run_1/met3.png
(2 px per um)
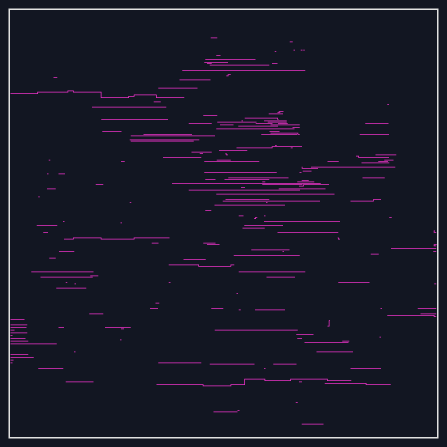
run_1/wire_density.png
(2 px per um) 21 x 21 tiles, from black (low) to pale yellow (high), scaled to the fullest tile. Values are wire area over tile area, all layers added.
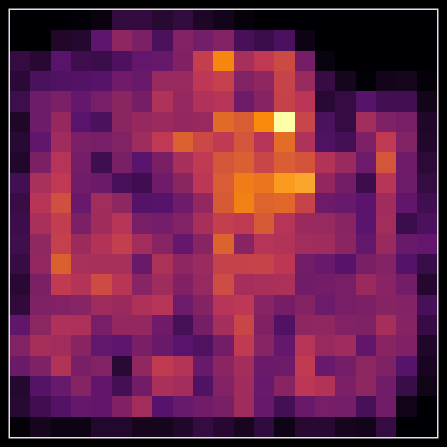
run_1/drive_strength.png
(2 px per um)
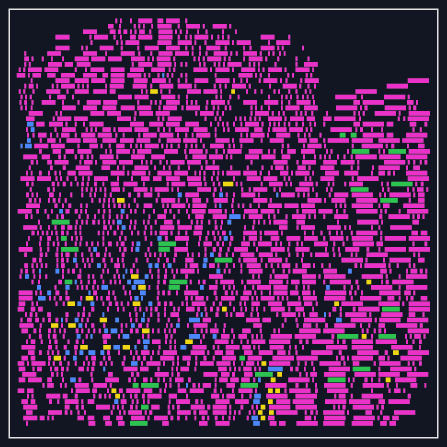
--- config.mk ---
export PLATFORM = sky130hd
export DESIGN_NAME = idct8_serial
export DESIGN_NICKNAME = d
export VERILOG_FILES = /design/src/rtl/idct8_serial.sv
export SDC_FILE = /design/constraint.sdc
export NUM_CORES = 1
export LEC_CHECK = 0
export ABC_AREA = 1
export CELL_PAD_IN_SITES_DETAIL_PLACEMENT = 1
export CELL_PAD_IN_SITES_GLOBAL_PLACEMENT = 1
export CORE_MARGIN = 3
export CORE_UTILIZATION = 45
export CTS_CLUSTER_SIZE = 40
export DETAILED_ROUTE_END_ITERATION = 12
export PLACE_DENSITY_LB_ADDON = 0.2
export SLEW_MARGIN = 20
export SYNTH_ARGS = -nofsm -noshare
export SYNTH_HDL_FRONTEND = slang
export SYNTH_SLANG_ARGS = --single-unit
--- constraint.sdc ---
create_clock -name clk -period 13.8 [get_ports clk]
set_input_delay 2.07 -clock clk [delete_from_list [all_inputs] [get_ports clk]]
set_output_delay 2.07 -clock clk [all_outputs]
set_load 0.02 [all_outputs]
--- src/rtl/idct8_serial.sv ---
// idct8_serial: serial 8-point 1-D inverse DCT on one shared multiply-accumulate unit.
// Ports: clk, rst (sync, active-high); in_valid/in_ready/in_data take X0..X7 (Q11.4);
// out_valid/out_ready/out_data/out_last return x0..x7 (Q11.4), out_last high with x7.
// Define IDCT_SAT_EN to clamp results to 16 bits; otherwise they wrap.
module idct8_serial #(
  parameter int DATA_W = 16,
  parameter int COEF_W = 16,
  parameter int ACC_W = 35
) (
  input  logic              clk,
  input  logic              rst,
  input  logic              in_valid,
  output logic              in_ready,
  input  logic [DATA_W-1:0] in_data,
  output logic              out_valid,
  input  logic              out_ready,
  output logic [DATA_W-1:0] out_data,
  output logic              out_last
);
  typedef enum logic [1:0] {LOAD, CALC, SEND} state_t;
  state_t state, state_n;
  logic [2:0] kin, k, n;
  logic signed [DATA_W-1:0] xm [8];
  logic signed [ACC_W-1:0] acc, acc_sum;
  logic signed [COEF_W-1:0] coef;
  logic signed [DATA_W+COEF_W-1:0] prod;
  logic [DATA_W-1:0] res;
  logic in_fire, out_fire;
`ifdef IDCT_SAT_EN
  logic signed [ACC_W-1:0] rnd;
`endif
  // Cosine index m = (2n+1)k mod 32 folds onto one quarter wave; for k>0 m never
  // lands on a multiple of 8, so index 0 only occurs for the DC row.
  function automatic logic signed [COEF_W-1:0] coef_rom(input logic [2:0] kk, input logic [2:0] nn);
    logic [4:0] m;
    logic [3:0] j;
    logic [COEF_W-1:0] mag;
    m = {1'b0, nn, 1'b1} * {2'b0, kk};
    j = m[3] ? 4'd0 - m[3:0] : m[3:0];
    case (j[2:0])
      3'd1: mag = 16'd8035;
      3'd2: mag = 16'd7568;
      3'd3: mag = 16'd6811;
      3'd4: mag = 16'd5793;
      3'd5: mag = 16'd4551;
      3'd6: mag = 16'd3135;
      3'd7: mag = 16'd1598;
      default: mag = 16'd5793;
    endcase
    return (m[4] ^ m[3]) ? -mag : mag;
  endfunction
  always_comb begin
    in_ready = state == LOAD;
    out_valid = state == SEND;
    out_last = out_valid && n == 3'd7;
    in_fire = in_ready && in_valid;
    out_fire = out_valid && out_ready;
    coef = coef_rom(k, n);
    prod = xm[k] * coef;
    acc_sum = acc + ACC_W'(prod);
`ifdef IDCT_SAT_EN
    rnd = (acc_sum + ACC_W'(8192)) >>> 14;
    res = rnd > 32767 ? 16'h7fff : rnd < -32768 ? 16'h8000 : rnd[15:0];
`else
    res = DATA_W'((acc_sum + ACC_W'(8192)) >>> 14);
`endif
    state_n = (in_fire && kin == 3'd7) ? CALC :
              (state == CALC && k == 3'd7) ? SEND :
              out_fire ? (n == 3'd7 ? LOAD : CALC) : state;
  end
  always_ff @(posedge clk) begin
    if (rst) state <= LOAD;
    else state <= state_n;
  end
  always_ff @(posedge clk) begin
    if (rst) begin
      kin <= '0;
      k <= '0;
      n <= '0;
      acc <= '0;
      out_data <= '0;
    end else begin
      if (in_fire) begin
        xm[kin] <= in_data;
        kin <= kin + 3'd1;
      end
      if (in_fire && kin == 3'd7) begin
        n <= '0;
        k <= '0;
        acc <= '0;
      end
      if (state == CALC) begin
        acc <= acc_sum;
        k <= k + 3'd1;
      end
      if (state == CALC && k == 3'd7) out_data <= res;
      if (out_fire) begin
        n <= n + 3'd1;
        acc <= '0;
      end
    end
  end
endmodule

==> results.cfg, run 1 <==
; flow metrics
[status]
outcome = complete, no violations

[grt]
grt_pass1_wl_um = 93800
antenna_found_initial = 1
grt_start_max_net_pins = 66
overflow = 0

[final_layout]
mi_logic_area_sq_um = 12100

[clocking]
clock-root-buffer = clkbuf_16
cts.sinks = 188
ctsResizeCount = 0
ctsHoldBuffers = 0
cts_max_path_buffers = 2
htreeDepth = 4

[hold_path]
worstHoldStart = acc[17]$_SDFFE_PP0N_

[setup_path]
crit_fanout = 46
cp.required_ps = 14160
crit_arrival_ps = 10770
rr_startpoint = k[0]$_SDFFE_PP0N_
cpLargestDelayFamily = adder cells
critPathBufInv = 11

[sta]
worst_clock_skew_ps = 16.3
rsz0062_at_grt = false
setup_viol = 0
slew_viol_final = 0

[floorplanning]
coreArea_sq_um = 42200
initCoreUtil_pct = 45.9
die_x_um = 213

[synthesis]
synthArstFlopShare_pct = 0
edf_count = 128
ys_chip_area_sq_um = 19400
-- met3.png (at the start) --
share of all routed wire = 4.2%
nets with wire on the layer = 115
wire length on this layer = 2450 um
main direction = horizontal
longest straight run = 74.1 um

-- wire_density.png (at the start) --
fullest tile = 0.64
emptiest ninth of the die = north-east
densest ninth of the die = centre
nearly empty tiles = 7.5%
tiles over half the peak = 13%
mean over tiles = 0.20
routed wire length: 58000 um
GRT Total Usage: 27.1%
DR vias: 14.8k
Avg WL per Cell: 20.3 um

-- drive_strength.png (at the start) --
drive 3 to 4 -> yellow  # cells 36, share 1.6%
drive 2 -> blue  # cells 97, share 4.2%
drive 6 and up -> green  # cells 28, share 1.2%
drive 1 or less -> magenta  # cells 2154, share 93%
Signal buffers: 55
Final WS setup: 3390 ps
Area Overhead vs Synth: 8.19%
design area: 21000 sq um

==> run 1: per-stage QoR <==
step                      util, %  instances  setup slack (ps)  hold slack [ps]
final                        49.6       2855              3390              475
after global placement       48.2       2822              3580              455
after CTS                    49.6       2854              3390              477
after floorplan                 -       2280              4890              445
after detailed placement     48.2       2822              3450              463
after global routing         49.6       2855              2650              491
==> run 1: final cells by class <==
class / instances / area share (%)
clock buffer: 18 / 2.05
timing repair buffer: 55 / 2.42
sequential: 188 / 24.1
inverter: 537 / 9.63
multi-input combinational: 1503 / 57.8
tap: 539 / 3.22
clock inverter: 14 / 0.842
antenna: 1 / 0.0119
==> run 1: kinds of logic (layout without fill, tap and decap cells) <==
group,after synthesis,after routing,synth area share [%]
buffers and inverters,589,624,11.6
DFF,188,188,26.0
xor gates and xnor gates,14,14,0.788
and+or+nand+nor,932,932,20.5
AOI/OAI and AO/OA,174,174,5.52
other,0,1,0
adders and majority gates,383,383,35.5
==> run 1: layer usage <==
metal / wire, um / GRT usage (%)
met5: 0 / 0
met3: 2450 / 4.92
met1: 24800 / 34.5
met4: 2060 / 9.98
met2: 28700 / 46.7
==> run 1: synthesized netlist by cell type, types with 3 or more instances <==
| library cell | instances | area, sq um |
|---|---|---|
| nand3_2 | 9 | 90.1 |
| dfxtp_1 | 60 | 1200 |
| a32o_1 | 26 | 260 |
| o21ai_0 | 31 | 155 |
| buf_1 | 9 | 33.8 |
| and2_1 | 5 | 31.3 |
| or2_2 | 4 | 25.0 |
| fa_1 | 279 | 5590 |
| ha_1 | 104 | 1300 |
| nand3b_1 | 5 | 37.5 |
| nor2_1 | 163 | 612 |
| edfxtp_1 | 128 | 3840 |
| nand3_1 | 50 | 250 |
| nor2_4 | 10 | 113 |
| nand2_1 | 600 | 2250 |
| clkinv_1 | 10 | 37.5 |
| xor2_1 | 7 | 61.3 |
| buf_2 | 14 | 70.1 |
| nand4_1 | 20 | 125 |
| nor2_2 | 13 | 81.3 |
| o211ai_1 | 6 | 45.0 |
| nor3_1 | 8 | 40.0 |
| nand2_2 | 34 | 213 |
| xnor2_1 | 3 | 26.3 |
| inv_2 | 19 | 71.3 |
| inv_1 | 507 | 1900 |
| o21a_1 | 5 | 37.5 |
| a21oi_1 | 92 | 460 |
| clkbuf_1 | 26 | 97.6 |
| nand2_4 | 6 | 67.6 |
==> run 1: worst register-to-register path: cells and delay by family (launching register included) <==
kind / cells / cell delay [ps]
AND/OR/NAND/NOR: 17 / 2370
adder cells (fa/ha/maj): 11 / 4900
buffers and inverters: 11 / 1170
flip-flops: 1 / 570
AND-OR/OR-AND: 2 / 250
XOR/XNOR: 2 / 1050
==> run 1: power by group <==
part	total [mW]	switching, mW	internal [mW]
registers	0.613	0.00386	0.609
clock network	0.519	0.244	0.275
logic	2.70	1.86	0.841
==> run 1: state kept, by name, indices dropped and copies added, names as in the netlist, named ones only <==
register / flops
acc: 30
k: 3
kin: 3
n: 3
out_data: 16
state: 2
xm: 128
==> inputs of run 2 (changes only) <==
clock period = 10.02 ns   (was 13.8 ns; I/O delays follow)
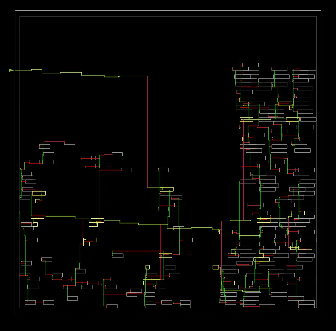
run_2/final_clocks.png
Late-Pin Clk Latency: 470 ps
clk pwr: 681 uW
clk_skew: 15.8 ps
CTS buffer count: 17
Clock Buffer Count: 17

==> run 2 against run 1 <==
Net effect:
- register-to-register slack lost 2900 ps
- global-route usage shrank 0.67 points
- sequential cell count is the same
- setup slack lost 2900 ps
- largest power group unchanged
- clock skew shrank 0.51 ps
- core utilization grew 0.45 points
- worst hold slack gained 8.0 ps
- maximum frequency grew 9.7%
- critical path type unchanged
==> results.cfg, run 2 <==
; flow metrics
[synthesis]
most_common_cell = nand2_1
ys_chip_area_sq_um = 19400
synthArstFlopShare_pct = 0
area_leaders = fa_1 29%, edfxtp_1 20%, nand2_1 12%
synth_top_cell_by_area = fa_1
yosys-top-cells-count = 600 x nand2_1, 507 x inv_1, 279 x fa_1

[setup_path]
cp.required_ps = 10380
rr_startpoint = k[2]$_SDFFE_PP0N_
crit_fanout = 10

[sta]
slew_viol_final = 0
layout_setup_ws_ps = 528

[clocking]
cts.sinks = 188
cts_max_path_buffers = 2
htreeDepth = 4
ctsHoldBuffers = 0

[grt]
overflow = 0
antenna_found_initial = 2
grt_start_max_net_pins = 65
grt_pass1_wl_um = 91700
busiest_layer = met2

[status]
outcome = complete, no violations

[final_layout]
top_regs = xm (128), acc (30), out_data (16)
final_util_pct = 50.1
largest_reg_flops = 128

[detailed_routing]
postRouteWirelength_um = 57400

[power]
power.switching_mw = 2.89
power_frac_seq_pct = 16.1

[place]
dp_slack_ps = 221
-- run 2: cell counts after synthesis --
Identical to the previous run, type by type.
-- run 2: logic make-up (layout without fill, tap and decap cells) --
group / Yosys count / count (layout) / synth area share (%)
XOR/XNOR: 14 / 14 / 0.788
adder cells (fa/ha/maj): 383 / 383 / 35.5
buffers and inverters: 589 / 647 / 11.6
other: 0 / 2 / 0
AND/OR/NAND/NOR: 932 / 932 / 20.5
AND-OR/OR-AND: 174 / 174 / 5.52
flip-flops: 188 / 188 / 26.0
-- run 2: worst min-delay path by stage --
stage	slack (ps)	end	startpoint	cells past startpoint
finish	480	out_data[0]$_SDFFE_PP0P_	out_data[0]$_SDFFE_PP0P_	2
global route	500	acc[0]$_SDFFE_PP0N_	acc[0]$_SDFFE_PP0N_	2
CTS	470	acc[0]$_SDFFE_PP0N_	acc[0]$_SDFFE_PP0N_	2
detailed placement	460	acc[0]$_SDFFE_PP0N_	acc[0]$_SDFFE_PP0N_	2
global placement	460	acc[0]$_SDFFE_PP0N_	acc[0]$_SDFFE_PP0N_	2
floorplan	450	acc[0]$_SDFFE_PP0N_	acc[0]$_SDFFE_PP0N_	2
-- run 2: area by class of cell --
| cell class | instances | area [sq um] | share of cell area [%] |
|---|---|---|---|
| antenna | 2 | 5.00 | 0.0237 |
| clock buffer | 17 | 425 | 2.01 |
| clock inverter | 15 | 156 | 0.739 |
| inverter | 537 | 2020 | 9.54 |
| multi-input combinational | 1503 | 12100 | 57.3 |
| sequential | 188 | 5050 | 23.9 |
| tap | 539 | 674 | 3.19 |
| timing repair buffer | 78 | 693 | 3.28 |
-- run 2: power by group through the flow --
| stage | clock [mW] | combinational, mW | sequential (mW) |
|---|---|---|---|
| 6_report | 0.681 | 3.72 | 0.844 |
| 5_1_grt | 0.727 | 4.19 | 0.845 |
| 4_1_cts | 0.696 | 3.75 | 0.844 |
| 3_5_place_dp | 0 | 3.72 | 0.862 |
| 3_3_place_gp | 0 | 3.63 | 0.861 |
| 2_1_floorplan | 0 | 2.65 | 0.860 |
-- run 2: per-stage QoR --
step	cells	cell area, sq um
after floorplan	2280	19400
after global placement	2841	20500
after detailed placement	2841	20500
after CTS	2873	21100
after global routing	2879	21200
final	2879	21200
-- run 2: layer usage --
| metal | vias up | routed length (um) |
|---|---|---|
| met3 | 102 | 2260 |
| met2 | 287 | 29400 |
| met5 | - | 0 |
| li1 | 6977 | - |
| met4 | 0 | 1870 |
| met1 | 7638 | 23800 |
-- run 2: worst max-delay path, delay by kind of cell (launching register included) --
family                   cells  cell delay [ps]
AND-OR/OR-AND                1              180
buffers and inverters       10              720
flip-flops                   1              380
AND/OR/NAND/NOR             19             2760
adder cells (fa/ha/maj)     11             5140
XOR/XNOR                     1              220
-- run 2: timing repair --
item / in CTS / in global routing
setup buffers: 0 / 4
resized: 0 / 11
setup endpoints to repair: 0 / 15
==> inputs of run 3 (changes only) <==
SETUP_SLACK_MARGIN = 0.3   (was unset)
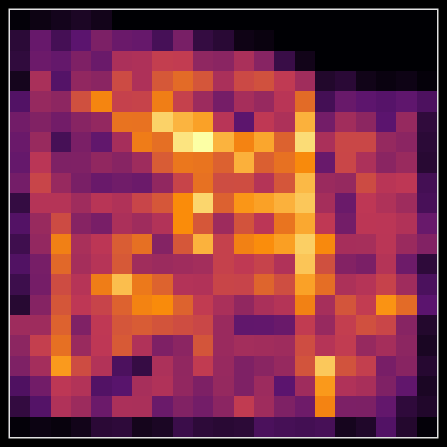
run_3/wire_density.png
(2 px per um) 21 x 21 tiles, from black (low) to pale yellow (high), scaled to the fullest tile. Values are wire area over tile area, all layers added.
nearly empty tiles = 7.7%
fullest tile = 0.50
emptiest ninth of the die = north-east
tiles over half the peak = 32%
GRT Total Usage: 26.5%
routed wire length: 57300 um

==> run 3 against run 2 <==
Net effect:
- sequential cell count unchanged
- global-route usage about the same
- final area up 0.53%
- critical path type unchanged
- sequential power about the same
==> results.cfg, run 3 <==
; flow metrics
[status]
outcome = complete, no violations

[clocking]
clock-root-buffer = clkbuf_16
cts_buffers = 17
clkLatencyLatePin_ps = 470
cts_max_path_buffers = 2
ctsHoldBuffers = 0
cts.sinks = 188
htreeDepth = 4

[grt]
grt_pass1_wl_um = 91800
grt_start_max_net_pins = 65
overflow = 0
antenna_found_initial = 2

[setup_path]
endpoint_kind = flop
cp.required_ps = 10380
crit_arrival_ps = 9600
crit_fanout = 12

[synthesis]
area_leaders = fa_1 29%, edfxtp_1 20%, nand2_1 12%
edf_count = 128
synth_top_cell_by_area = fa_1
syn_area_per_cell_sq_um = 8.50
top_cell_area_share_pct = 28.8
most_common_cell = nand2_1
yosys-top-cells-count = 600 x nand2_1, 507 x inv_1, 279 x fa_1

[sta]
slew_viol_final = 0
whs_ps = 480
maxSlewHeadroom_pct = 30.9
setup_viol = 0
tns_ps = 0
rsz0062_at_grt = false
worst_clock_skew_ps = 18.4

[hold_path]
hold_depth = 2

[place]
dp.cells = 2841
dp_slack_ps = 221
dpl.hpwl_um = 47200
placed_cell_area_sq_um = 20500

[final_layout]
final_cell_mix = 598 x nand2_1, 505 x inv_1, 276 x fa_1
regMostFlops = xm
design_area_sq_um = 21300
final-instance-count-excl-fill = 2882
top_regs = xm (128), acc (30), out_data (16)
final_util_pct = 50.4
largest_reg_flops = 128

[detailed_routing]
routedWlPerCell_um = 19.9
via_count = 15100

[floorplanning]
die_x_um = 213
initCoreUtil_pct = 45.9
coreArea_sq_um = 42200
num_rows = 75

[job]
cap_violations = 0
==> run 3: path summary, 6_finish.rpt <==
path | start | end | slack [ps]
worst max-delay path | k[0]$_SDFFE_PP0N_ | out_data[9]$_SDFFE_PP0P_ | 780
worst max register to register | k[0]$_SDFFE_PP0N_ | out_data[9]$_SDFFE_PP0P_ | 780
worst min-delay path | acc[0]$_SDFFE_PP0N_ | acc[0]$_SDFFE_PP0N_ | 480
worst min register to register | acc[0]$_SDFFE_PP0N_ | acc[0]$_SDFFE_PP0N_ | 480
==> run 3: cells by family after synthesis <==
kind of cell	after synthesis	synth area share, %
xor gates and xnor gates	14	0.788
AOI/OAI and AO/OA	174	5.52
buffers and inverters	589	11.6
adders and majority gates	383	35.5
and+or+nand+nor	932	20.5
DFF	188	26.0
==> run 3: worst max-delay path: cells and delay by family, from the launching register on <==
family / cells / cell delay, ps
DFF: 1 / 350
AOI/OAI and AO/OA: 3 / 690
buffers and inverters: 11 / 1210
and+or+nand+nor: 19 / 2010
adders and majority gates: 9 / 4650
xor gates and xnor gates: 1 / 210
==> run 3: routing by layer <==
| metal | GRT usage, % | share of wire [%] | vias to the layer above |
|---|---|---|---|
| li1 | - | - | 6989 |
| met1 | 32.6 | 41 | 7711 |
| met2 | 47.2 | 51 | 266 |
| met3 | 4.40 | 3.8 | 106 |
| met4 | 9.39 | 3.4 | 0 |
| met5 | 0 | 0 | - |
==> run 3: what timing repair did <==
item | 4_1_cts | 5_1_grt
pin swaps | 0 | 8
gates resized | 2 | 27
endpoints found under the setup margin | 8 | 15
buffers inserted | 0 | 7
==> run 3: layout make-up <==
type	instances	area [sq um]	share of cell area, %
flip-flops and latches	188	5060	23.8
multi-input cells	1503	12200	57.3
clock inverters	15	156	0.736
clock buffers	17	425	2.00
repair buffers	81	736	3.46
well taps	539	674	3.17
inverters	537	2020	9.51
diodes	2	5.00	0.0235
==> run 3: report_power, final <==
| part | switching (mW) | leakage (nW) | total (mW) | internal (mW) |
|---|---|---|---|---|
| clock | 0.330 | 0.279 | 0.682 | 0.351 |
| sequential | 0.00542 | 1.64 | 0.844 | 0.839 |
| combinational | 2.58 | 8.61 | 3.76 | 1.18 |
Power figures rest on the tool's default switching activity, not on a simulated workload.
